==> run_1/cell_classes.png <==
Fill, decap, tap and diode cells in grey.
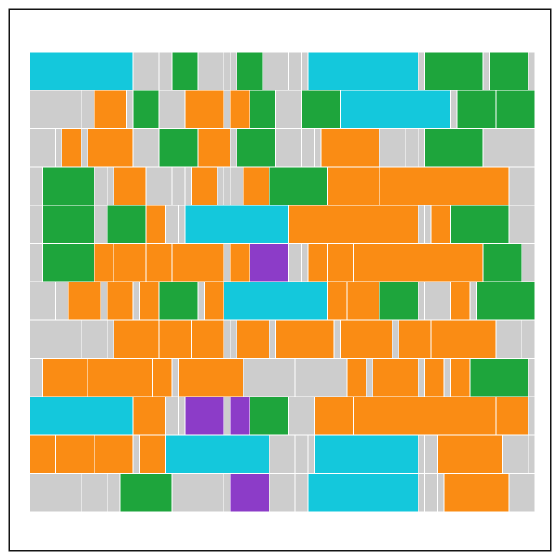
==> run_1/final_placement.png <==
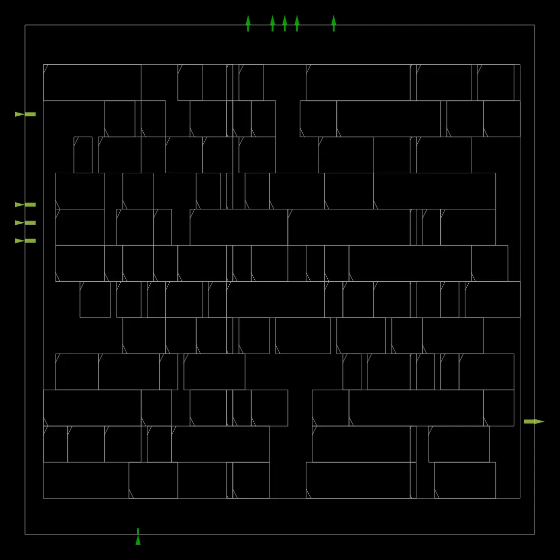
==> run_1/metal_stack.png <==
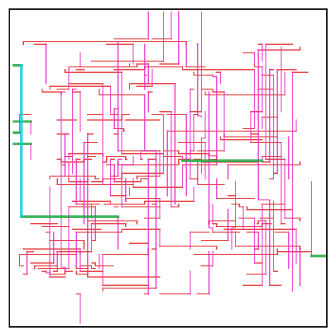
<file path="src/rtl/mem_port_arbiter_pkg.sv">
// mem_arb_pkg
// Shared definitions for the memory port arbiter: FSM state encoding and the
// owner encoding. The owner value is the same as the external address/wdata
// mux select, so the arbiter can drive the select straight from the owner.
package mem_arb_pkg;

  // FSM state encoding, kept as plain constants for compatibility with
  // older tools that consume this package
  typedef logic [1:0] arbState_t;

  localparam arbState_t IDLE  = 2'd0;
  localparam arbState_t ISSUE = 2'd1;
  localparam arbState_t WAIT  = 2'd2;
  localparam arbState_t ACK   = 2'd3;

  // Owner of the current access; equals the selectData encoding
  localparam logic OWNER_IF   = 1'b0;
  localparam logic OWNER_DATA = 1'b1;

endpackage

</file>
<file path="src/rtl/mem_port_arbiter_if.sv">
// mem_port_arbiter_if
// Bundles the request/acknowledge handshakes of the fetch and data
// requesters together with the memory-side strobes and mux select.
//   ifReq, dataReq, dataWrite    : requester -> arbiter
//   selectData, memEn, memWe     : arbiter -> memory port / address mux
//   ifAck, dataAck, busy         : arbiter -> requesters
// master = requester side, slave = arbiter side.
interface mem_port_arbiter_if;

  logic ifReq;
  logic dataReq;
  logic dataWrite;
  logic selectData;
  logic memEn;
  logic memWe;
  logic ifAck;
  logic dataAck;
  logic busy;

  modport master (
    output ifReq, dataReq, dataWrite,
    input  selectData, memEn, memWe, ifAck, dataAck, busy
  );

  modport slave (
    input  ifReq, dataReq, dataWrite,
    output selectData, memEn, memWe, ifAck, dataAck, busy
  );

endinterface

</file>
<file path="src/rtl/mem_port_arbiter_latency_timer.sv">
// arb_latency_timer
// Counts the memory latency of one access. Loaded in the ISSUE cycle and
// decremented in every WAIT cycle; done tells the FSM that the current WAIT
// cycle is the last one, so the FSM spends MEM_LAT-1 cycles in WAIT.
//   clk, rst : clock and synchronous active-high reset
//   load     : high in the ISSUE cycle
//   enable   : high in WAIT cycles
//   done     : last WAIT cycle (decoded from the registered count)
module arb_latency_timer #(
  parameter int MEM_LAT = 2
) (
  input  logic clk,
  input  logic rst,
  input  logic load,
  input  logic enable,
  output logic done
);

  localparam int CW = $clog2(MEM_LAT + 1);
  localparam logic [CW-1:0] LOAD_VAL = CW'(MEM_LAT - 1);
  localparam logic [CW-1:0] LAST_VAL = CW'(1);

  logic [CW-1:0] count;

  // Load the remaining WAIT cycle count at issue, then count down; holding at
  // zero means a stray enable can never wrap the counter.
  always_ff @(posedge clk) begin
    if (rst) begin
      count <= '0;
    end else if (load) begin
      count <= LOAD_VAL;
    end else if (enable && (count != '0)) begin
      count <= count - LAST_VAL;
    end
  end

  assign done = (count == LAST_VAL) || (count == '0);

endmodule

</file>
<file path="src/rtl/mem_port_arbiter.sv">
// mem_port_arbiter
// Shares one memory port between instruction fetch and data access. Data has
// priority, but after MAX_STREAK consecutive data grants with a fetch waiting
// the fetch is served. Each access walks IDLE -> ISSUE -> WAIT* -> ACK -> IDLE,
// and the owner receives a one-cycle ack MEM_LAT cycles after its issue.
//   clk, rst : clock and synchronous active-high reset
//   bus      : mem_port_arbiter_if.slave (requests, strobes, select, acks)
// All outputs are decoded from registered state only.
module mem_port_arbiter
  import mem_arb_pkg::*;
#(
  parameter int MEM_LAT    = 2,
  parameter int MAX_STREAK = 4
) (
  input logic                clk,
  input logic                rst,
  mem_port_arbiter_if.slave  bus
);

  localparam int SW = $clog2(MAX_STREAK + 1);
  localparam logic [SW-1:0] STREAK_MAX = SW'(MAX_STREAK);
  localparam logic [SW-1:0] STREAK_ONE = SW'(1);

  arbState_t     state;
  logic          owner;
  logic          writeReg;
  logic [SW-1:0] streak;
  logic          grantData;
  logic          timerDone;

  // Data wins unless a fetch is waiting and data has already used up its
  // streak; a lone request always wins.
  assign grantData = bus.dataReq && !(bus.ifReq && (streak == STREAK_MAX));

  arb_latency_timer #(
    .MEM_LAT (MEM_LAT)
  ) latencyTimer (
    .clk    (clk),
    .rst    (rst),
    .load   (state == ISSUE),
    .enable (state == WAIT),
    .done   (timerDone)
  );

  // Main sequencer. Requests are only looked at in IDLE, so anything the
  // requesters do mid-access is ignored. The streak counts every data grant
  // (saturating) and is cleared by every fetch grant.
  always_ff @(posedge clk) begin
    if (rst) begin
      state    <= IDLE;
      owner    <= OWNER_IF;
      writeReg <= 1'b0;
      streak   <= '0;
    end else begin
      case (state)
        IDLE: begin
          if (bus.ifReq || bus.dataReq) begin
            state <= ISSUE;
            if (grantData) begin
              owner    <= OWNER_DATA;
              writeReg <= bus.dataWrite;
              if (streak != STREAK_MAX) begin
                streak <= streak + STREAK_ONE;
              end
            end else begin
              owner    <= OWNER_IF;
              writeReg <= 1'b0;
              streak   <= '0;
            end
          end
        end
        ISSUE: begin
          state <= (MEM_LAT > 1) ? WAIT : ACK;
        end
        WAIT: begin
          if (timerDone) begin
            state <= ACK;
          end
        end
        ACK: begin
          state <= IDLE;
        end
        default: begin
          state <= IDLE;
        end
      endcase
    end
  end

  // Select is forced low in IDLE so the mux rests on the fetch address
  assign bus.busy       = (state != IDLE);
  assign bus.selectData = (state != IDLE) && (owner == OWNER_DATA);
  assign bus.memEn      = (state == ISSUE);
  assign bus.memWe      = (state == ISSUE) && (owner == OWNER_DATA) && writeReg;
  assign bus.ifAck      = (state == ACK) && (owner == OWNER_IF);
  assign bus.dataAck    = (state == ACK) && (owner == OWNER_DATA);

endmodule

</file>
<file path="src/flat_wrapper.sv">
// flat-port wrapper written by rule: the top's interface ports become plain ports
module mem_port_arbiter_flat import mem_arb_pkg::*;
#(
  parameter int MEM_LAT    = 2,
  parameter int MAX_STREAK = 4
)
  (clk, rst, bus_ifReq, bus_dataReq, bus_dataWrite, bus_selectData, bus_memEn, bus_memWe, bus_ifAck, bus_dataAck, bus_busy);
  mem_port_arbiter_if bus_i ();
  input logic clk;
  input logic rst;
  input wire logic [$bits(bus_i.ifReq)-1:0] bus_ifReq;
  input wire logic [$bits(bus_i.dataReq)-1:0] bus_dataReq;
  input wire logic [$bits(bus_i.dataWrite)-1:0] bus_dataWrite;
  output wire logic [$bits(bus_i.selectData)-1:0] bus_selectData;
  output wire logic [$bits(bus_i.memEn)-1:0] bus_memEn;
  output wire logic [$bits(bus_i.memWe)-1:0] bus_memWe;
  output wire logic [$bits(bus_i.ifAck)-1:0] bus_ifAck;
  output wire logic [$bits(bus_i.dataAck)-1:0] bus_dataAck;
  output wire logic [$bits(bus_i.busy)-1:0] bus_busy;
  assign bus_i.ifReq = bus_ifReq;
  assign bus_i.dataReq = bus_dataReq;
  assign bus_i.dataWrite = bus_dataWrite;
  assign bus_selectData = bus_i.selectData;
  assign bus_memEn = bus_i.memEn;
  assign bus_memWe = bus_i.memWe;
  assign bus_ifAck = bus_i.ifAck;
  assign bus_dataAck = bus_i.dataAck;
  assign bus_busy = bus_i.busy;
  mem_port_arbiter #(.MEM_LAT(MEM_LAT), .MAX_STREAK(MAX_STREAK)) u_core (.clk(clk), .rst(rst), .bus(bus_i));
endmodule
</file>
<file path="config.mk">
export PLATFORM = sky130hd
export DESIGN_NAME = mem_port_arbiter_flat
export DESIGN_NICKNAME = d
export VERILOG_FILES = /design/src/rtl/mem_port_arbiter_pkg.sv /design/src/rtl/mem_port_arbiter_if.sv /design/src/rtl/mem_port_arbiter_latency_timer.sv /design/src/rtl/mem_port_arbiter.sv /design/src/flat_wrapper.sv
export SDC_FILE = /design/constraint.sdc
export NUM_CORES = 1
export LEC_CHECK = 0
export CORE_UTILIZATION = 45
export CTS_CLUSTER_SIZE = 24
export DETAILED_ROUTE_END_ITERATION = 12
export HOLD_SLACK_MARGIN = 0.05
export PLACE_DENSITY = 0.69
export SLEW_MARGIN = 0
export SYNTH_ARGS = -nofsm -noshare
export SYNTH_HDL_FRONTEND = slang
export SYNTH_HIERARCHICAL = 1
export SYNTH_SLANG_ARGS = --single-unit
</file>
<file path="constraint.sdc">
create_clock -name clk -period 1.53 [get_ports clk]
set_input_delay 0.459 -clock clk [delete_from_list [all_inputs] [get_ports clk]]
set_output_delay 0.459 -clock clk [all_outputs]
set_load 0.005 [all_outputs]
</file>
==> deck_impl_summary.md, run 1 <==
Implementation Results

Status
  • Status: complete, but fails checks
  • Failing checks: negative setup slack

Power
  • Leak: 0.387 nW

Job
  • Tool warnings: 33

Global route
  • First-pass GRT wire length: 2130 um
  • Vias in the first global route: around 500

Floorplanning
  • Ports: 11
  • Height of the die: between 30 and 40 um

Worst setup path
  • Cell Chain, Critical Path: inv_2, ha_4, and2b_1, buf_2
  • CP delay by family, top: flip-flops

Synth
  • Xor+xnor area frac: 0%
  • Post-synth area hogs: dfxtp_1, ha_1, inv_1, a2111oi_4, nor2b_1
  • Distinct lib cells used: 30
  • Ao+oa area frac: 19.6%
  • Number of enable flip-flop cells: 0

Final timing
  • Setup violators final: 5
  • Fin Hold WS: 0.484 ns
  • Fin worst setup slack: -0.0576 ns

Drt
  • Met2 WL: 696 um
  • Post-Route WL: 1350 um
  • DR top layer: met4
  • Antenna Nets Post-Route: 0

Place
  • Dpl hpwl: between 900 and 1000 um
  • GP Congestion: approximately 0.65

Clocking
  • CTS sink cnt: 9

Worst hold path
  • Hold WC Path Type: reg2reg

Final layout
  • Antenna Cells: 0
About cell_classes.png:
Key: clock drivers and dummy loads = purple [cells 4]; flip-flops = cyan [cells 9]; other buffers and delay cells = green [cells 25]; all other logic = orange [cells 56]

About final_placement.png:
Non-Filler Instances: 108
Flops: 9
Tap Cells: 14
row count: 12
Filler cells: 88

About metal_stack.png:
Key: met4 = cyan [wire length 18.4 um]; met1 = red [wire length 604 um]; met3 = green [wire length 28.8 um]; met2 = magenta [wire length 696 um]

run 1: worst paths after layout:
kind	start	endpoint	slack, ns	cells past startpoint
worst max-delay path	u_core/state[0]	bus_selectData	-0.06	4
worst min-delay path	u_core/writeReg	u_core/writeReg	0.48	2
worst max register to register	u_core/state[0]	u_core/latencyTimer/count[0]	0.08	7
worst min register to register	u_core/writeReg	u_core/writeReg	0.48	2
run 1: sequential cells by signal (all words and copies together) (netlist names):
name	cells
u_core/owner	1
u_core/state	2
u_core/writeReg	1
u_core/streak	3
u_core/latencyTimer/count	2
run 1: metrics by stage:
stage          setup WS [ns]  total power [mW]  instances
2_1_floorplan          0.129             0.695         66
3_3_place_gp          -0.211             0.998        101
3_5_place_dp          -0.238              1.01        101
4_1_cts              -0.0515              1.35        108
5_1_grt               -0.101              1.46        108
6_report             -0.0576              1.35        108
run 1: per-layer routing:
layer  vias to the layer above  global-route usage (%)
li1                        286                       -
met1                       258                    24.6
met2                         7                    38.6
met3                         2                    3.49
met4                         0                    12.9
met5                         -                       0
run 1: cell usage after synthesis, types with 2 or more instances:
cell      instances
ha_1              8
inv_1             8
a21oi_1           4
nor2_1            3
dfxtp_1           9
nand2_1           4
o21ai_0           2
o211ai_1          2
nor2b_1           4
nand2b_1          2
run 1: cell type report:
type | instances | area share [%]
tap | 14 | 1.97
multi-input combinational | 48 | 47.2
timing repair buffer | 25 | 23.7
inverter | 8 | 3.39
clock buffer | 4 | 2.96
sequential | 9 | 20.7
run 1: power by group:
group | switching (mW) | total [mW] | internal, mW
Sequential | 0.0633 | 0.367 | 0.304
Clock | 0.0853 | 0.186 | 0.100
Combinational | 0.346 | 0.797 | 0.452
Total | 0.494 | 1.35 | 0.856
run 1: cells by family after synthesis:
logic type	after synthesis
adder cells (fa/ha/maj)	8
AND-OR/OR-AND	14
flip-flops	9
buffers and inverters	9
AND/OR/NAND/NOR	25
multiplexers	1
run 1: worst min-delay path, cell delays in order, from the launching register on:
cell,delay (ns)
dfxtp_1,0.31
o21ai_0,0.07
a21oi_1,0.06
run 1: repair_timing:
item | 4_1_cts | 5_1_grt
endpoints found under the hold margin | 0 | 0
setup endpoints to repair | 6 | 7
resized | 40 | 2
pin swaps | 4 | 0
buffers inserted | 3 | 0
==> run_1/drive_strength.png <==
The bar under the picture is 10 um long.
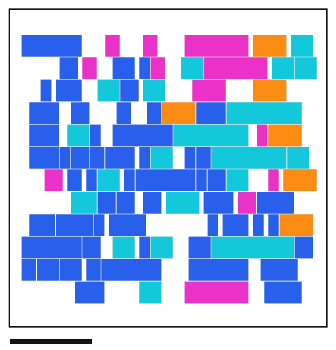

==> run 1 -> run 2 <==
Settings changed: CELL_PAD_IN_SITES_DETAIL_PLACEMENT from default to 1, CELL_PAD_IN_SITES_GLOBAL_PLACEMENT from default to 2, CORE_UTILIZATION 45 to 29, PLACE_DENSITY 0.69 to 0.73, REMOVE_ABC_BUFFERS from default to 1.
==> run_2/drive_strength.png <==
The bar under the picture is 10 um long.
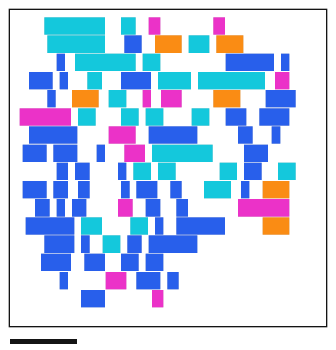
Key: drive 6 and up = orange [cells 6, share 6.6%]; drive 2 = magenta [cells 12, share 13%]; drive 3 to 4 = cyan [cells 23, share 25%]; drive 1 or less = blue [cells 50, share 55%]

==> run_2/final_placement.png <==
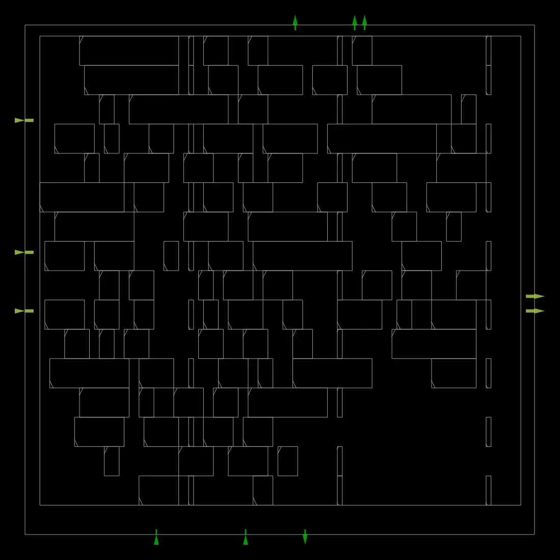
final core utilization: 46.9%
sequential share of cell area: 20.5%
Tap Cells: 27
row count: 16

==> deck_impl_summary.md, run 2 <==
Implementation Results

Status
  • Status: complete, but fails checks (unchanged)
  • Failing checks: negative setup slack (unchanged)

Place
  • GP Congestion: 0.706 (was 0.648)
  • Dpl hpwl: 1080 um (was 964 um)
  • Dpl cells: 112 (was 101)

Floorplanning
  • Fp util: 30.6% (was 50.7%)
  • Ports: 11 (unchanged)
  • Height of the die: 47.3 um (was 38.3 um)

Final layout
  • Largest register by flop count: u_core/streak (unchanged)
  • Top Registers: u_core/streak: 3 flops, u_core/latencyTimer/count: 2 flops, u_core/state: 2 flops (unchanged)
  • Antenna Cells: 0 (unchanged)
  • Non-Filler Instances: 118 (was 108)
  • Filler cells: 233 (was 88)
  • Max reg flops: 3 (unchanged)

Job
  • Tool warnings: 32 (was 33)

Drt
  • Antenna Nets Post-Route: 0 (unchanged)
  • Post-Route WL: 1410 um (was 1350 um)

Power
  • Leak: 0.374 nW (was 0.387 nW)

Synth
  • Top post-synthesis cells by count: dfxtp_1, ha_1, inv_1 (unchanged)
  • Most numerous cell in the Yosys netlist: dfxtp_1 (unchanged)
  • Number of enable flip-flop cells: 0 (unchanged)

Global route
  • First-pass GRT wire length: 2260 um (was 2130 um)
  • Total gr overflow: 0 (unchanged)
  • Vias in the first global route: 505 (was 502)

Worst setup path
  • Crit. Startpoint: u_core/state[0] (unchanged)
  • R2r startpoint: u_core/latencyTimer/count[0] (was u_core/state[0])

Worst hold path
  • Hold WC Path Type: reg2reg (unchanged)
  • Hold path start: u_core/writeReg (unchanged)

Final timing
  • Fin Hold WS: 0.478 ns (was 0.484 ns)
  • Setup violators final: 5 (unchanged)
  • Fin worst setup slack: -0.0761 ns (was -0.0576 ns)

Clocking
  • CTS sink cnt: 9 (unchanged)
  • Inserted Clock Buffers: 3 (unchanged)
[run 2: kinds of logic after synthesis]
kind of cell / after synthesis / share of synthesized area (%)
and+or+nand+nor: 25 / 25.3
muxes: 1 / 1.68
adders and majority gates: 8 / 16.8
AOI/OAI and AO/OA: 14 / 19.6
DFF: 9 / 30.3
buffers and inverters: 9 / 6.32
[run 2: layout make-up]
type                            instances  area share [%]
Tap cell                               27            3.71
Sequential cell                         9            20.5
Timing Repair Buffer                   22            20.9
Inverter                                8            3.85
Multi-Input combinational cell         48            48.2
Clock buffer                            4            2.88
[run 2: per-layer routing]
layer	vias to the layer above	GRT usage (%)	share of wire, %
met2	8	24.7	50
met4	0	8.57	2.7
met5	-	0	0
li1	279	-	-
met3	4	5.77	3.0
met1	250	17.7	45
[run 2: worst max-delay path, cell delays in order, from the launching register on]
cell and delay [ns]:
dfxtp_4 0.37, buf_6 0.12, ha_4 0.15, and2_4 0.15, buf_6 0.10
[run 2: power by group]
group | internal, mW | switching (mW)
clock | 0.101 | 0.0878
combinational | 0.433 | 0.342
sequential | 0.308 | 0.0771
total | 0.842 | 0.506
[run 2: worst paths after layout]
path | endpoint | slack [ns] | cells after the start
setup reg to reg | u_core/state[0] | 0.08 | 6
hold reg to reg | u_core/writeReg | 0.48 | 2
setup / recovery | bus_dataAck | -0.08 | 4
hold / removal | u_core/writeReg | 0.48 | 2
[run 2: what timing repair did]
item,in CTS,in global routing
resized,45,7
setup buffers,1,1
pin swaps,4,1
setup endpoints to repair,7,7
No activity file was given, so power comes from the tool's default toggle rates.
